`src/rtl/cache_mem_arbiter.sv`:
```
// rtl/cache_mem_arbiter.sv - shares one cacheline memory port between I-cache and D-cache miss paths
// Round-robin on ties; the winning request is latched and held until memory responds.
module cache_mem_arbiter #(
  parameter int LINE_WIDTH  = 256,
  parameter int ADDR_WIDTH  = 32,
  parameter int OFFSET_BITS = $clog2(LINE_WIDTH/8)
) (
  input  logic                  clk,
  input  logic                  rst,
  input  logic                  i_read,
  input  logic [ADDR_WIDTH-1:0] i_address,
  output logic [LINE_WIDTH-1:0] i_rdata,
  output logic                  i_resp,
  input  logic                  d_read,
  input  logic                  d_write,
  input  logic [ADDR_WIDTH-1:0] d_address,
  input  logic [LINE_WIDTH-1:0] d_wdata,
  output logic [LINE_WIDTH-1:0] d_rdata,
  output logic                  d_resp,
  output logic                  m_read,
  output logic                  m_write,
  output logic [ADDR_WIDTH-1:0] m_address,
  output logic [LINE_WIDTH-1:0] m_wdata,
  input  logic [LINE_WIDTH-1:0] m_rdata,
  input  logic                  m_resp
);

  typedef enum logic [1:0] {
    IDLE    = 2'd0,
    SERVE_I = 2'd1,
    SERVE_D = 2'd2,
    RELEASE = 2'd3
  } state_t;

  localparam logic [ADDR_WIDTH-1:0] ALIGN_MASK =
    {{(ADDR_WIDTH-OFFSET_BITS){1'b1}}, {OFFSET_BITS{1'b0}}};

  state_t                  state_q, state_d;
  logic                    last_d_q, last_d_d;
  logic                    wr_q, wr_d;
  logic [ADDR_WIDTH-1:0]   addr_q, addr_d;
  logic [LINE_WIDTH-1:0]   wdata_q, wdata_d;
  logic [LINE_WIDTH-1:0]   i_rdata_q, i_rdata_d;
  logic [LINE_WIDTH-1:0]   d_rdata_q, d_rdata_d;

  logic d_req;
  logic grant_d;
  logic grant_i;

  // last_d_q doubles as the current winner while serving and releasing
  assign d_req   = d_read | d_write;
  assign grant_d = d_req & (~i_read | ~last_d_q);
  assign grant_i = i_read & ~grant_d;

  always_ff @(posedge clk) begin
    if (!rst) begin
      state_q   <= IDLE;
      last_d_q  <= 1'b0;
      wr_q      <= 1'b0;
      addr_q    <= '0;
      wdata_q   <= '0;
      i_rdata_q <= '0;
      d_rdata_q <= '0;
    end else begin
      state_q   <= state_d;
      last_d_q  <= last_d_d;
      wr_q      <= wr_d;
      addr_q    <= addr_d;
      wdata_q   <= wdata_d;
      i_rdata_q <= i_rdata_d;
      d_rdata_q <= d_rdata_d;
    end
  end

  always_comb begin
    state_d = state_q;
    case (state_q)
      IDLE: begin
        if (grant_d) state_d = SERVE_D;
        else if (grant_i) state_d = SERVE_I;
      end
      SERVE_I, SERVE_D: begin
        if (m_resp) state_d = RELEASE;
      end
      RELEASE: state_d = IDLE;
      default: state_d = IDLE;
    endcase
  end

  always_comb begin
    last_d_d  = last_d_q;
    wr_d      = wr_q;
    addr_d    = addr_q;
    wdata_d   = wdata_q;
    i_rdata_d = i_rdata_q;
    d_rdata_d = d_rdata_q;
    if (state_q == IDLE) begin
      if (grant_d) begin
        last_d_d = 1'b1;
        wr_d     = d_write;
        addr_d   = d_address;
        if (d_write) wdata_d = d_wdata;
      end else if (grant_i) begin
        last_d_d = 1'b0;
        wr_d     = 1'b0;
        addr_d   = i_address;
      end
    end
    if (m_resp && state_q == SERVE_I) i_rdata_d = m_rdata;
    if (m_resp && state_q == SERVE_D && !wr_q) d_rdata_d = m_rdata;
  end

  always_comb begin
    m_read  = 1'b0;
    m_write = 1'b0;
    i_resp  = 1'b0;
    d_resp  = 1'b0;
    case (state_q)
      SERVE_I: m_read = 1'b1;
      SERVE_D: begin
        m_read  = ~wr_q;
        m_write = wr_q;
      end
      RELEASE: begin
        i_resp = ~last_d_q;
        d_resp = last_d_q;
      end
      default: ;
    endcase
  end

  assign m_address = addr_q & ALIGN_MASK;
  assign m_wdata   = wdata_q;
  assign i_rdata   = i_rdata_q;
  assign d_rdata   = d_rdata_q;

endmodule

```
`config.mk`:
```
export PLATFORM = sky130hd
export DESIGN_NAME = cache_mem_arbiter
export DESIGN_NICKNAME = d
export VERILOG_FILES = /design/src/rtl/cache_mem_arbiter.sv
export SDC_FILE = /design/constraint.sdc
export NUM_CORES = 2
export LEC_CHECK = 0
export CAP_MARGIN = 10
export CORE_AREA = 3 3 538 540
export DETAILED_ROUTE_END_ITERATION = 6
export DIE_AREA = 0 0 541 543
export SLEW_MARGIN = 10
export SYNTH_ARGS = -nofsm -noshare
export SYNTH_HDL_FRONTEND = slang
export SYNTH_SLANG_ARGS = --single-unit
```
`constraint.sdc`:
```
create_clock -name clk -period 2.1 [get_ports clk]
set_input_delay 0.42 -clock clk [delete_from_list [all_inputs] [get_ports clk]]
set_output_delay 0.42 -clock clk [all_outputs]
set_load 0.05 [all_outputs]
```
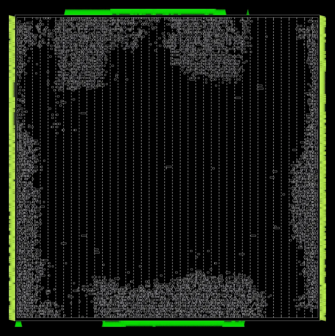
*Placed standard cells*
Non-Filler Instances: 8,799
Seq/total area: 30.5%
area of the core: 285,000 µm²

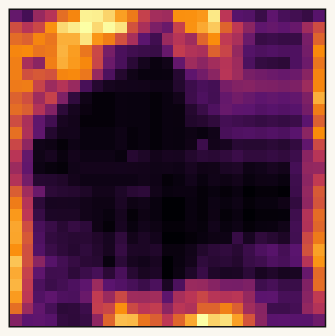
*Wire density map*
27 x 27 tiles, from black (low) to pale yellow (high), scaled to the fullest tile. Values are wire area over tile area, all layers added.
densest ninth of the die: north-west
tiles over half the peak: 20%
nearly empty tiles: 6.3%

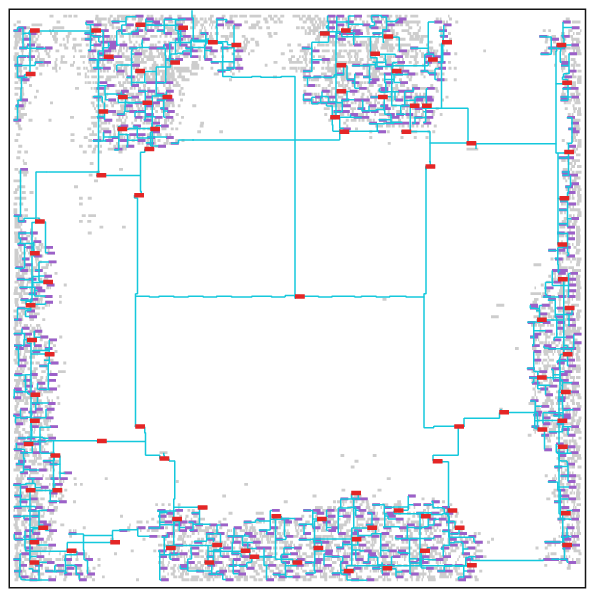
*Clock distribution*
[clock drivers] red | count: 98
[flip-flops] purple | count: 799
[clock wires] cyan | length: 12,900 µm
routed clock nets: 99
flops lie: widely spread
Layout Skew: 0.0344 ns
Late-Pin Clk Latency: 0.80 ns
clock network power share: 28.3%

==> flow_summary.ini <==
; synthesis and place-and-route metrics
[status]
status = finished with violations
failed_checks = negative setup slack

[grt]
antenna_found_initial = 127
grt_pass1_wl_mm = 301

[power]
total_power_mw = 61.0
ir_worst_vdd_mv = 0.989
powerDensity_nw_per_um2 = 1160

[synth]
top_cell = nand2_1
yosys_cells = 3584
synth_flops = 799
yosys_warnings = 0
syn_area_um2 = 30700
top_cell_area_share_pct = 52.1

[setup_path]
reg2reg_to = d_rdata[67]

[clock_network]
cts_resized = 999
numCtsBuffers = 98

[routing]
drtAntennaViolNets = 0

[sta]
fin_ws_ns = -0.176
rsz0062_at_grt = true
setup_viol = 3
final_hold_viol_count = 0

[cells_and_area]
utilization_pct = 18.4
mi_logic_area_um2 = 13100
layout.cells.most_common = nand2_1

[placed_design]
io_buffer_count = 1370
[layer usage]
| metal | vias up | GRT usage, % | share of wire (%) |
|---|---|---|---|
| met2 | 1703 | 22.7 | 41 |
| met1 | 14993 | 17.0 | 37 |
| met5 | - | 0 | 0.34 |
| li1 | 14729 | - | - |
| met3 | 429 | 11.6 | 18 |
| met4 | 122 | 4.42 | 3.1 |
[stage by stage]
step | cells | instance area, µm² | TNS, ns
CTS | 8773 | 52300 | -0.773
global route | 8783 | 52400 | -0.785
global placement | 8599 | 48600 | -0.663
finish | 8799 | 52400 | -0.424
detailed placement | 8599 | 48600 | -2.15
floorplan | 3588 | 30700 | 0
[layout make-up]
type | count | share of cell area [%]
clock buffer | 141 | 5.45
sequential | 799 | 30.5
clock inverter | 29 | 0.673
multi-input combinational | 2454 | 25.0
inverter | 2 | 0.0191
timing repair buffer | 1588 | 29.2
tap | 3762 | 8.98
antenna | 24 | 0.115
[cells by family after synthesis]
group / synth area share (%)
muxes: 0.0326
AOI/OAI and AO/OA: 24.6
buffers and inverters: 5.57
DFF: 52.1
and+or+nand+nor: 17.4
adders and majority gates: 0.204
other: 0.0122
[power breakdown]
| part | leakage (nW) | total, mW | internal (mW) | switching (mW) |
|---|---|---|---|---|
| sequential | 6.50 | 18.9 | 17.5 | 1.37 |
| clock | 1.57 | 17.3 | 10.1 | 7.21 |
| combinational | 10.4 | 24.9 | 7.15 | 17.7 |
[state kept, by name, indices dropped and copies added, names as in the netlist]
register / count
addr_q: 27
d_rdata: 256
i_rdata: 256
last_d_q: 1
m_wdata: 256
state_q: 2
wr_q: 1
[worst max-delay path, cell delays in order, from the launching register on]
cell and delay [ns]:
dfxtp_4 0.38, inv_2 0.08, ha_4 0.29, o21a_4 0.19, buf_12 0.15
No activity file was given, so power comes from the tool's default toggle rates.
